===== src/rtl/ts_mac_sched.sv =====
// Sequencer for the time-shared symmetric FIR. Each sample strobe starts a schedule:
// one delay-line shift, SLOTS multiplier-bank slots over the tap pairs, and one
// output-register load. A strobe arriving before the MAC slots finish aborts the
// running schedule, restarts it for the new sample and sets a sticky overrun flag.
module ts_mac_sched #(
    parameter int  N_TAPS  = 21,
    parameter int  N_MULTS = 6,
    localparam int N_PAIRS = (N_TAPS + 1) / 2,
    localparam int SLOTS   = (N_PAIRS + N_MULTS - 1) / N_MULTS,
    localparam int PW      = $clog2(N_PAIRS)
) (
    input  logic               clk,
    input  logic               reset,
    input  logic               sam_clk_en,
    input  logic               sym_clk_en,
    output logic               shift_en,
    output logic               sym_sel,
    output logic               acc_clr,
    output logic               mac_en,
    output logic [PW-1:0]      pair_base,
    output logic [N_MULTS-1:0] lane_en,
    output logic               y_load,
    output logic               busy,
    output logic               overrun_err
);

    localparam int SW = (SLOTS > 1) ? $clog2(SLOTS) : 1;
    localparam logic [SW-1:0] LAST_SLOT = SW'(SLOTS - 1);

    typedef enum logic [1:0] {IDLE, SHIFT, MAC, DUMP} state_t;

    state_t             state, nxt_state;
    logic [SW-1:0]      slot, nxt_slot;
    logic               nxt_sym_sel;
    logic               nxt_overrun;
    logic [PW-1:0]      nxt_pair_base;
    logic [N_MULTS-1:0] nxt_lane_en;
    logic [31:0]        base_full;

    // Next state, slot and output decode; outputs are registered from the next state
    // so every output reflects the state the FSM is in during that cycle.
    always_comb begin
        nxt_state     = state;
        nxt_slot      = slot;
        nxt_sym_sel   = 1'b0;
        nxt_overrun   = overrun_err;
        nxt_pair_base = '0;
        nxt_lane_en   = '0;
        base_full     = '0;

        case (state)
            IDLE: begin
                if (sam_clk_en) begin
                    nxt_state   = SHIFT;
                    nxt_sym_sel = sym_clk_en;
                end
            end
            SHIFT: begin
                if (sam_clk_en) begin
                    nxt_state   = SHIFT;
                    nxt_sym_sel = sym_clk_en;
                    nxt_overrun = 1'b1;
                end else begin
                    nxt_state = MAC;
                    nxt_slot  = '0;
                end
            end
            MAC: begin
                if (sam_clk_en) begin
                    nxt_state   = SHIFT;
                    nxt_sym_sel = sym_clk_en;
                    nxt_overrun = 1'b1;
                end else if (slot == LAST_SLOT) begin
                    nxt_state = DUMP;
                end else begin
                    nxt_slot = slot + SW'(1);
                end
            end
            DUMP: begin
                // A strobe here is the normal full-rate case, not an overrun.
                if (sam_clk_en) begin
                    nxt_state   = SHIFT;
                    nxt_sym_sel = sym_clk_en;
                end else begin
                    nxt_state = IDLE;
                end
            end
            default: nxt_state = IDLE;
        endcase

        if (nxt_state == MAC) begin
            base_full     = 32'(nxt_slot) * 32'(N_MULTS);
            nxt_pair_base = base_full[PW-1:0];
            for (int i = 0; i < N_MULTS; i++) begin
                nxt_lane_en[i] = (base_full + 32'(i)) < 32'(N_PAIRS);
            end
        end
    end

    // State, slot counter and registered outputs.
    always_ff @(posedge clk) begin
        if (reset) begin
            state       <= IDLE;
            slot        <= '0;
            shift_en    <= 1'b0;
            sym_sel     <= 1'b0;
            acc_clr     <= 1'b0;
            mac_en      <= 1'b0;
            pair_base   <= '0;
            lane_en     <= '0;
            y_load      <= 1'b0;
            busy        <= 1'b0;
            overrun_err <= 1'b0;
        end else begin
            state       <= nxt_state;
            slot        <= nxt_slot;
            shift_en    <= (nxt_state == SHIFT);
            sym_sel     <= nxt_sym_sel;
            acc_clr     <= (nxt_state == MAC) && (nxt_slot == '0);
            mac_en      <= (nxt_state == MAC);
            pair_base   <= nxt_pair_base;
            lane_en     <= nxt_lane_en;
            y_load      <= (nxt_state == DUMP);
            busy        <= (nxt_state != IDLE);
            overrun_err <= nxt_overrun;
        end
    end

endmodule

===== config.mk =====
export PLATFORM = sky130hd
export DESIGN_NAME = ts_mac_sched
export DESIGN_NICKNAME = d
export VERILOG_FILES = /design/src/rtl/ts_mac_sched.sv
export SDC_FILE = /design/constraint.sdc
export NUM_CORES = 1
export LEC_CHECK = 0
export ABC_CLOCK_PERIOD_IN_PS = 1750
export CORE_MARGIN = 3
export CORE_UTILIZATION = 41
export CTS_CLUSTER_SIZE = 20
export DETAILED_ROUTE_END_ITERATION = 8
export GPL_TIMING_DRIVEN = 0
export PLACE_DENSITY = 0.8
export SLEW_MARGIN = 25
export SYNTH_ARGS = -nofsm -noshare
export SYNTH_HDL_FRONTEND = slang
export SYNTH_SLANG_ARGS = --single-unit

===== constraint.sdc =====
create_clock -name clk -period 1.75 [get_ports clk]
set_clock_uncertainty 0.1 [all_clocks]
set_input_delay 0.35 -clock clk [delete_from_list [all_inputs] [get_ports clk]]
set_output_delay 0.35 -clock clk [all_outputs]
set_load 0.01 [all_outputs]

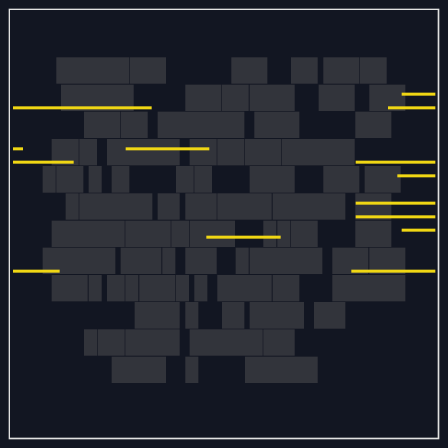
Run 1: M3 wires
Drawn at 10 px/um.
main direction = horizontal
wire length on this layer = 84.6 um

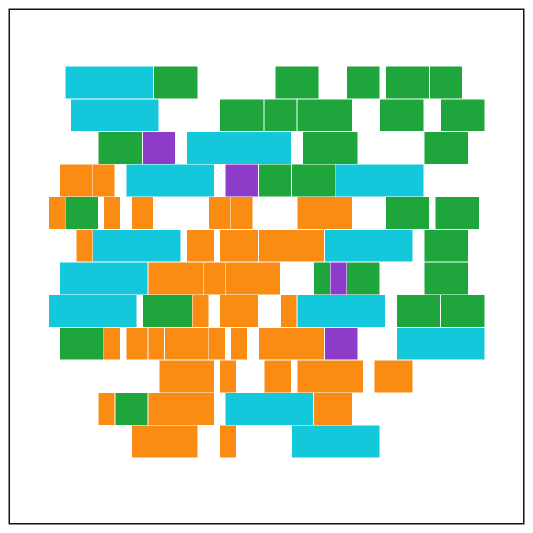
Run 1: placed cells, one color a class
Drawn at 12 px/um.
clock drivers and dummy loads -> purple  # cells 4
remaining buffers and delay cells -> green  # cells 27
remaining logic cells -> orange  # cells 35
registers -> cyan  # cells 13

==> impl_metrics.toml, run 1 <==
# yosys + openroad results
[finish]
n_fill_cell = 94
area_growth_pct = 48.98
drive_above_1_share_pct = 27.85
diodes = 0
final_cell_count_no_fill = 93

[drt]
first_pass_iters = 2
ant_nets = 0
wl_per_cell_um = 11.18
num_vias = 436
wirelength_mm = 1.040
vias_per_cell = 4.688

[run]
warnings = 29

[placed_design]
gp_congestion = 0.8566
placed_area_um2 = 755.7
port_buffers = 18

[synthesis]
ys_warn_count = 0
syn_area_um2 = 554.3
synthTopCellsByCount = "13 x dfxtp_1, 7 x buf_4, 6 x nor2_1"
yosys_cells = 56
async_reset_ff_share_pct = 0
ff_type = "dfxtp_1"
top_area_share_pct = 46.95
xor_share_pct = 0
ys_seq_share_pct = 46.95
ys_sh_mux_pct = 0
edf_count = 0
syn_inst = 56
ys_ff = 13

[clocking]
htree_num_levels = 1
cts_tree = "yes"
cts_setup_buffers = 0
path_clk_slew_ps = 70
cts.sinks = 13

[die]
core_um2 = 1186
floorplanUtilization_pct = 46.73
fp-row-count = 12
die_h_um = 42.77

[grt]
first_global_vias = 391
grt_max_degree = 11
antenna_found_initial = 0
track_usage_pct = 12.06

[timing]
setup_tns_ps = 0
whs_ps = 387.6
fin_crit_ps = 1709
max_freq_mhz = 585.3
finalHoldViolations = 0

[setup_path]
cp_data_arrival_time_ps = 1260

[status]
outcome = "finished clean"

[hold_path]
hp-class = "reg -> reg"
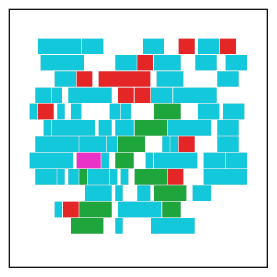
Run 1: cells by drive strength
Drawn at 6 px/um.
x6 and larger -> magenta  # cells 1, share 1.3%
x1 and smaller -> cyan  # cells 57, share 72%
x3 and x4 -> red  # cells 11, share 14%
x2 -> green  # cells 10, share 13%

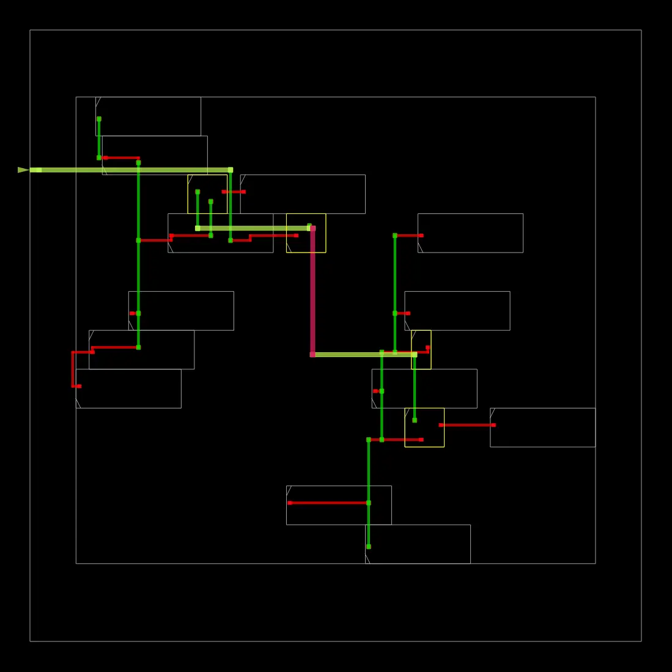
Run 1: clock nets
cts bufs inserted: 3
Skew-Pair Late Insertion Delay: 270 ps

-- run 1: sequential cells by signal, indices dropped and copies added, names as in the netlist --
register	flops
state	2
lane_en	2
overrun_err	1
acc_clr	1
mac_en	1
shift_en	1
sym_sel	1
slot	1
busy	1
y_load	1
pair_base	1
-- run 1: cells by family (layout without fill, tap and decap cells) --
kind of cell,count (synthesis),in the layout
AOI/OAI and AO/OA,8,8
buffers and inverters,12,34
DFF,13,13
and+or+nand+nor,18,18
other,1,2
adders and majority gates,4,4
-- run 1: worst max-delay path, stage by stage, from the launching register on --
cell	delay, ps
dfxtp_4	370
buf_4	100
clkdlybuf4s50_1	520
-- run 1: routing by layer --
metal / part of all wire (%) / wire, um / GRT usage, % / up-vias
li1: - / - / - / 227
met1: 42 / 432 / 14.29 / 192
met2: 49 / 514 / 19.16 / 15
met3: 8.1 / 84 / 5.508 / 2
met4: 0.77 / 8 / 3.727 / 0
met5: 0 / 0 / 0 / -
-- run 1: placed cells by master (no fill, tap or decap), drive strengths merged --
cell,count
clkdlybuf4s50,16
dfxtp,13
buf,8
nor2,6
clkbuf,5
ha,4
nor3,3
inv,3
a21oi,2
nor4b,2
conb,2
dlymetal6s2s,2
o22ai,1
a221o,1
o21ai,1
or2b,1
a22o,1
nand2,1
nor2b,1
and2b,1
o2bb2ai,1
a22oi,1
nor3b,1
and3b,1
nor4,1
-- run 1: through the flow --
step / worst slack, ps / utilization [%] / power [mW]
CTS: 28.59 / 66.03 / 0.6090
finish: 41.43 / 69.62 / 0.6110
global placement: -111.3 / 63.71 / 0.4298
global route: -10.70 / 69.62 / 0.6492
floorplan: 205.8 / - / 0.3898
detailed placement: -139.9 / 63.71 / 0.4325
-- run 1: area by class of cell --
class	count	area [um^2]	share of cell area (%)
buffer	9	67.56	8.182
clock buffer	4	26.28	3.182
inverter	3	11.26	1.364
multi-input combinational	32	254.0	30.76
sequential	13	264.0	31.97
tap	14	17.52	2.121
timing repair buffer	18	185.2	22.42
-- run 1: timing repair --
action                     in CTS  in global routing
setup endpoints to repair       4                  9
cloned                          0                  0
hold buffers                    0                  0
resized                         1                 11
-- run 1: final timing paths --
check / start / to / slack [ps] / cells past startpoint
setup / recovery: lane_en[1]$_SDFF_PP0_ / lane_en[4] / 40 / 2
hold / removal: overrun_err$_SDFFE_PP0P_ / overrun_err$_SDFFE_PP0P_ / 390 / 2
setup reg to reg: state[0]$_SDFF_PP0_ / acc_clr$_SDFF_PP0_ / 120 / 6
hold reg to reg: overrun_err$_SDFFE_PP0P_ / overrun_err$_SDFFE_PP0P_ / 390 / 2
-- run 1: where the power goes --
part / internal (mW) / leakage, nW / switching [mW] / total [mW]
Clock: 0.0883 / 0.0150 / 0.0870 / 0.175
Combinational: 0.0604 / 0.244 / 0.0578 / 0.118
Sequential: 0.309 / 0.107 / 0.00834 / 0.317
Run 1, wire density map:
Drawn at 10 px/um. The die is cut into 9 by 9 equal tiles; dark purple is low, yellow is high, scaled to the fullest tile. Values are wire area over tile area, all layers added.
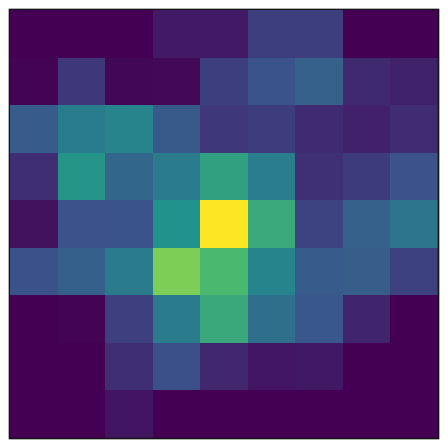

--- run 2 (diff from run 1) ---
CORE_UTILIZATION = 30   (was 41)
PLACE_DENSITY = 0.63   (was 0.8)
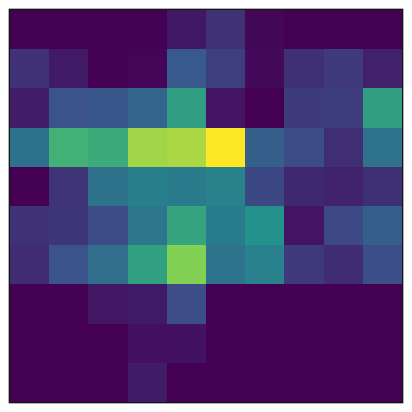
Run 2: wire density map
Drawn at 8 px/um. The die is cut into 10 by 10 equal tiles; dark purple is low, yellow is high, scaled to the fullest tile. Values are wire area over tile area, all layers added.
emptiest ninth of the die = bottom right
tiles over half the peak = 11%
fullest tile = 0.38

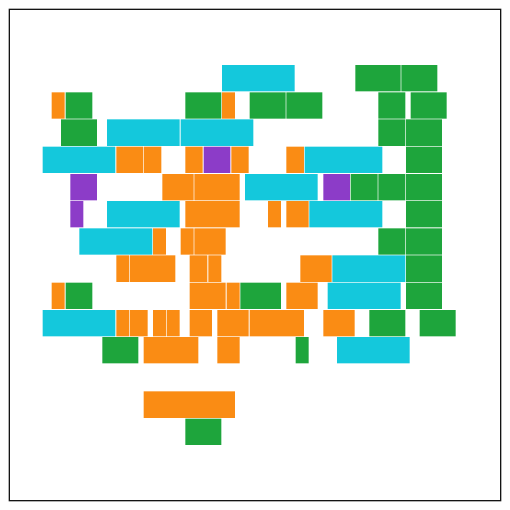
Run 2: placed cells, one color a class
Drawn at 10 px/um.
post-layout util: 51.32%
Seq area share: 31.62%

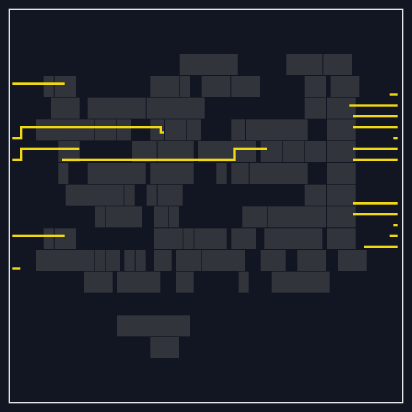
Run 2: M3 wires
Drawn at 8 px/um.
longest straight run = 21.4 um
wire length on this layer = 113 um
share of all routed wire = 11%
nets with wire on the layer = 18
main direction = horizontal
DRT Wirelength: 1.011 mm
met3 Use GR: 6.116%
vias after detailed routing: 438

==> run 2 against run 1 <==
Compared with the run above:
- critical path depth stayed put
- clock-buffer cell count unchanged
- via count rose by 0.46%
- register-to-register slack about the same
- first-iteration DRC count increased by 100%
- maximum frequency grew 0.19%
- combinational power barely moved
- core utilization fell by 18 points
- die area up 31%
- worst hold slack worse by 9.8 ps
- worst setup slack improved by 3.3 ps
- global-route usage shrank 3.8 points
==> impl_metrics.toml, run 2 <==
# yosys + openroad results
[synthesis]
ys_seq_share_pct = 46.95
ys_ff = 13
edf_count = 0
async_reset_ff_share_pct = 0
synthTopCellsByCount = "13 x dfxtp_1, 7 x buf_4, 6 x nor2_1"
top_area_share_pct = 46.95
syn_area_um2 = 554.3

[setup_path]
critical_path.top_delay_family = "buffers and inverters"
slowest_stage = "clkdlybuf4s50_1"
reg2reg_to = "acc_clr$_SDFF_PP0_"
r2r-start = "state[0]$_SDFF_PP0_"
crit_chain = "buf_4, clkdlybuf4s50_1"
cp_num_buf_inv = 2
max_stage_delay_ps = 520
cp_data_arrival_time_ps = 1260

[grt]
antenna_found_initial = 0
first_global_vias = 337
track_usage_pct = 8.210

[finish]
final_cell_count_no_fill = 103
drive_above_1_share_pct = 25.32
n_fill_cell = 155
comb_area_um2 = 247.7
diodes = 0
lay_top_cells = "17 x clkdlybuf4s50_1, 12 x dfxtp_1, 7 x buf_4, 6 x nor2_1"

[hold_path]
hold_end = "overrun_err$_SDFFE_PP0P_"

[timing]
setup_tns_ps = 0
whs_ps = 377.8
max_freq_mhz = 586.4
fin_crit_ps = 1705
timing.final.ws_setup_ps = 44.70

[drt]
wl_per_cell_um = 9.816

[clocking]
cts.sinks = 13
cts_setup_buffers = 0
cts_buffers = 3
hold_buffers = 0
path_clk_slew_ps = 70

[die]
die_h_um = 48.99
floorplanUtilization_pct = 34.39
core_um2 = 1612

[status]
outcome = "finished clean"

[power_and_ir_drop]
p_clk_share_pct = 29.0
intPower_mw = 0.4619
switching_power_mw = 0.1558
switching_share_pct = 25.22

[placed_design]
port_buffers = 18
[run 2: cell types whose count changed in the layout (fill, tap and decap cells not counted)]
cell             delta
nor4b_1             +2
ha_1                -1
nor4_1              +1
nor4_2              -1
clkdlybuf4s50_1     +1
nor4b_2             -2
ha_4                +1
dlymetal6s2s_1      -1
dfxtp_4             -1
dfxtp_2             +1
[run 2: worst max path at each step]
stage	start	end	slack, ps
after floorplan	state[0]$_SDFF_PP0_	acc_clr$_SDFF_PP0_	210
after global placement	sam_clk_en	lane_en[5]$_SDFF_PP0_	-130
after detailed placement	sam_clk_en	acc_clr$_SDFF_PP0_	-110
after CTS	lane_en[1]$_SDFF_PP0_	lane_en[1]	30
after global routing	state[1]$_SDFF_PP0_	acc_clr$_SDFF_PP0_	1
final	lane_en[1]$_SDFF_PP0_	lane_en[4]	40
[run 2: worst reg2reg max path, stage by stage, from the launching register on]
cell,delay (ps)
dfxtp_1,350
inv_2,90
ha_2,200
o22ai_1,80
a221o_1,330
buf_6,140
nor4b_1,260
[run 2: power by group through the flow]
stage | Clock [mW] | Sequential (mW) | Combinational, mW
2_1_floorplan | 0 | 0.329 | 0.0608
3_3_place_gp | 0 | 0.325 | 0.106
3_5_place_dp | 0 | 0.325 | 0.107
4_1_cts | 0.184 | 0.318 | 0.108
5_1_grt | 0.198 | 0.320 | 0.133
6_report | 0.179 | 0.319 | 0.120
[run 2: layout make-up]
type                       instances  share of cell area (%)
inverter                           3                   1.362
clock buffer                       4                   3.177
sequential                        13                   31.62
tap                               24                   3.631
buffer                             9                   8.169
multi-input combinational         32                   29.95
timing repair buffer              18                   22.09
[run 2: cells by family (layout without fill, tap and decap cells)]
family / Yosys count / count (layout) / synth area share, %
AND-OR/OR-AND: 8 / 8 / 10.16
AND/OR/NAND/NOR: 18 / 18 / 18.96
buffers and inverters: 12 / 34 / 14.22
other: 1 / 2 / 0.6766
flip-flops: 13 / 13 / 46.95
adder cells (fa/ha/maj): 4 / 4 / 9.030
[run 2: layer usage]
metal | part of all wire (%) | global-route usage [%] | vias to the layer above
met1 | 40 | 9.125 | 191
met4 | 0 | 0 | 0
met5 | 0 | 0 | -
met3 | 11 | 6.116 | 0
met2 | 49 | 13.35 | 20
li1 | - | - | 227
--- run 3 (diff from run 2) ---
RECOVER_POWER = 100   (was unset)
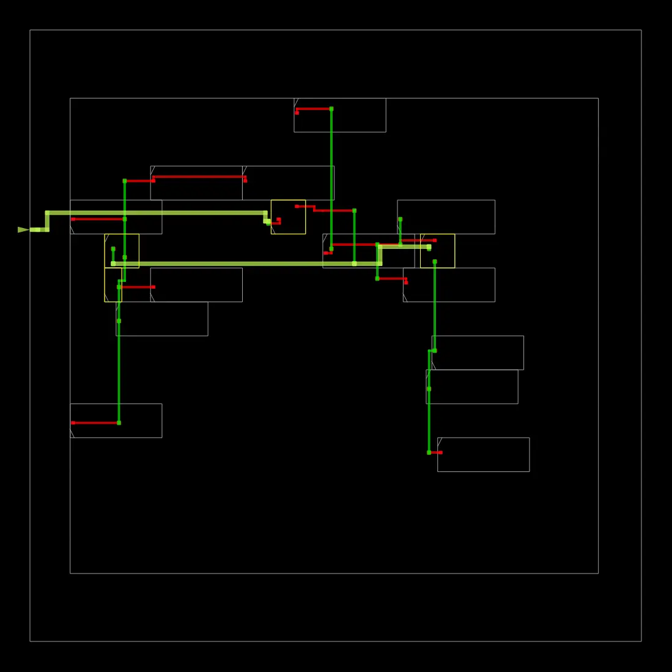
Run 3: clock nets
Flops: 13
clkbuf count: 4
P_clk: 0.179 mW
Sink Count: 13

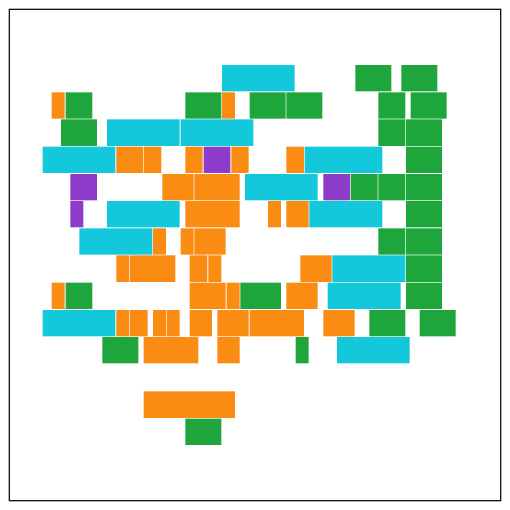
Run 3: placed cells, one color a class
Drawn at 10 px/um.
Seq area share: 31.71%
post-layout util: 51.16%
Core Region: 1612 um^2
Rows: 14

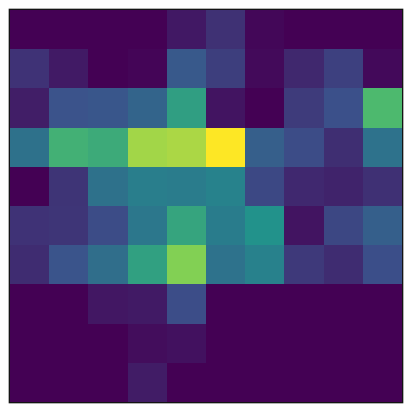
Run 3: wire density map
Drawn at 8 px/um. The die is cut into 10 by 10 equal tiles; dark purple is low, yellow is high, scaled to the fullest tile. Values are wire area over tile area, all layers added.
fullest tile = 0.38
mean over tiles = 0.071
nearly empty tiles = 36%
tiles over half the peak = 11%
emptiest ninth of the die = bottom right
drt wl/cell: 9.786 um
DRT Wirelength: 1.008 mm

==> run 3 against run 2 <==
Compared with the run above:
- synthesized cell count unchanged
- highest routed layer unchanged
- largest cell class unchanged
- global-route usage unchanged
- worst setup slack got worse by 0.89 ps
- cell area down 0.30%
- critical endpoint unchanged
- first-iteration DRC count unchanged
==> impl_metrics.toml, run 3 <==
# yosys + openroad results
[clocking]
cts_setup_buffers = 0
cts_buffers = 3
hold_buffers = 0
path_clk_slew_ps = 70

[grt]
track_usage_pct = 8.210
antenna_found_initial = 0
first_global_vias = 337
met3_usage_pct = 6.116
met2_usage_pct = 13.35
grt.busiest_layer = "met2"
gr-usage-met1_pct = 9.125

[placed_design]
hpwl_um = 745.9
port_buffers = 18

[finish]
comb_area_um2 = 247.7
drive_above_1_share_pct = 25.32
n_fill_cell = 156
diodes = 0
lay_top_cells = "15 x clkdlybuf4s50_1, 12 x dfxtp_1, 7 x buf_4, 6 x nor2_1"

[synthesis]
ys_seq_share_pct = 46.95
syn_inst = 56
most_common_cell = "dfxtp_1"
top_area_share_pct = 46.95
ys_ff = 13
syn_area_um2 = 554.3
edf_count = 0
async_reset_ff_share_pct = 0

[setup_path]
cp_data_arrival_time_ps = 1260
r2r-start = "state[0]$_SDFF_PP0_"
critPathLaunchType = "flop"
reg2reg_to = "acc_clr$_SDFF_PP0_"
rr_worst_depth = 6

[drt]
num_vias = 438
first_iter_violations = 4

[run]
maxCapViolations = 0

[timing]
slew_violations = 0
whs_ps = 377.8
fin_crit_ps = 1706
max_freq_mhz = 586.1
setup_tns_ps = 0
timing.final.ws_setup_ps = 43.81

[hold_path]
hold_end = "overrun_err$_SDFFE_PP0P_"

[die]
floorplanUtilization_pct = 34.39
die_h_um = 48.99

[status]
outcome = "finished clean"
run 3: cell types whose count changed in the layout (fill, tap and decap cells not counted), sizes merged:
cell	delta
dlygate4sd3	+2
dlymetal6s2s	-1
clkdlybuf4s25	+1
clkdlybuf4s50	-2
run 3: cells by family (layout without fill, tap and decap cells):
group / Yosys count / after routing / share of synthesized area, %
flip-flops: 13 / 13 / 46.95
adder cells (fa/ha/maj): 4 / 4 / 9.030
other: 1 / 2 / 0.6766
AND/OR/NAND/NOR: 18 / 18 / 18.96
AND-OR/OR-AND: 8 / 8 / 10.16
buffers and inverters: 12 / 34 / 14.22
run 3: power breakdown:
group | total, mW | internal, mW | leakage, nW | switching [mW]
Clock | 0.179 | 0.0884 | 0.0150 | 0.0904
Sequential | 0.319 | 0.310 | 0.107 | 0.00863
Combinational | 0.119 | 0.0622 | 0.203 | 0.0568
run 3: what timing repair did:
item | 4_1_cts | 5_1_grt
pin swaps | 0 | 0
setup endpoints to repair | 4 | 6
gates resized | 1 | 8
run 3: area by class of cell:
type                            count  area share [%]
Inverter                            3           1.366
Clock buffer                        4           3.187
Buffer                              9           8.194
Multi-Input combinational cell     32           30.05
Tap cell                           24           3.642
Sequential cell                    13           31.71
Timing Repair Buffer               18           21.85
run 3: critical path, cell delays in order, from the launching register on:
cell and delay (ps):
dfxtp_2 360, buf_4 100, clkdlybuf4s50_1 520
run 3: metal layers:
metal  part of all wire (%)  routed length, um
met1                     39                398
met2                     49                491
met3                     12                119
met4                      0                  0
met5                      0                  0
run 3: worst max path at each step:
stage               slack [ps]                   from                    end
floorplan                  210    state[0]$_SDFF_PP0_     acc_clr$_SDFF_PP0_
global placement          -130             sam_clk_en  lane_en[5]$_SDFF_PP0_
detailed placement        -110             sam_clk_en     acc_clr$_SDFF_PP0_
CTS                         30  lane_en[1]$_SDFF_PP0_             lane_en[1]
global route                 2    state[1]$_SDFF_PP0_     acc_clr$_SDFF_PP0_
finish                      40  lane_en[1]$_SDFF_PP0_             lane_en[4]
run 3: through the flow:
step	std cells	utilization, %
after floorplan	57	-
after global placement	99	47.67
after detailed placement	99	47.67
after CTS	103	49.38
after global routing	103	51.16
final	103	51.16
Power and IR drop assume default switching activity.
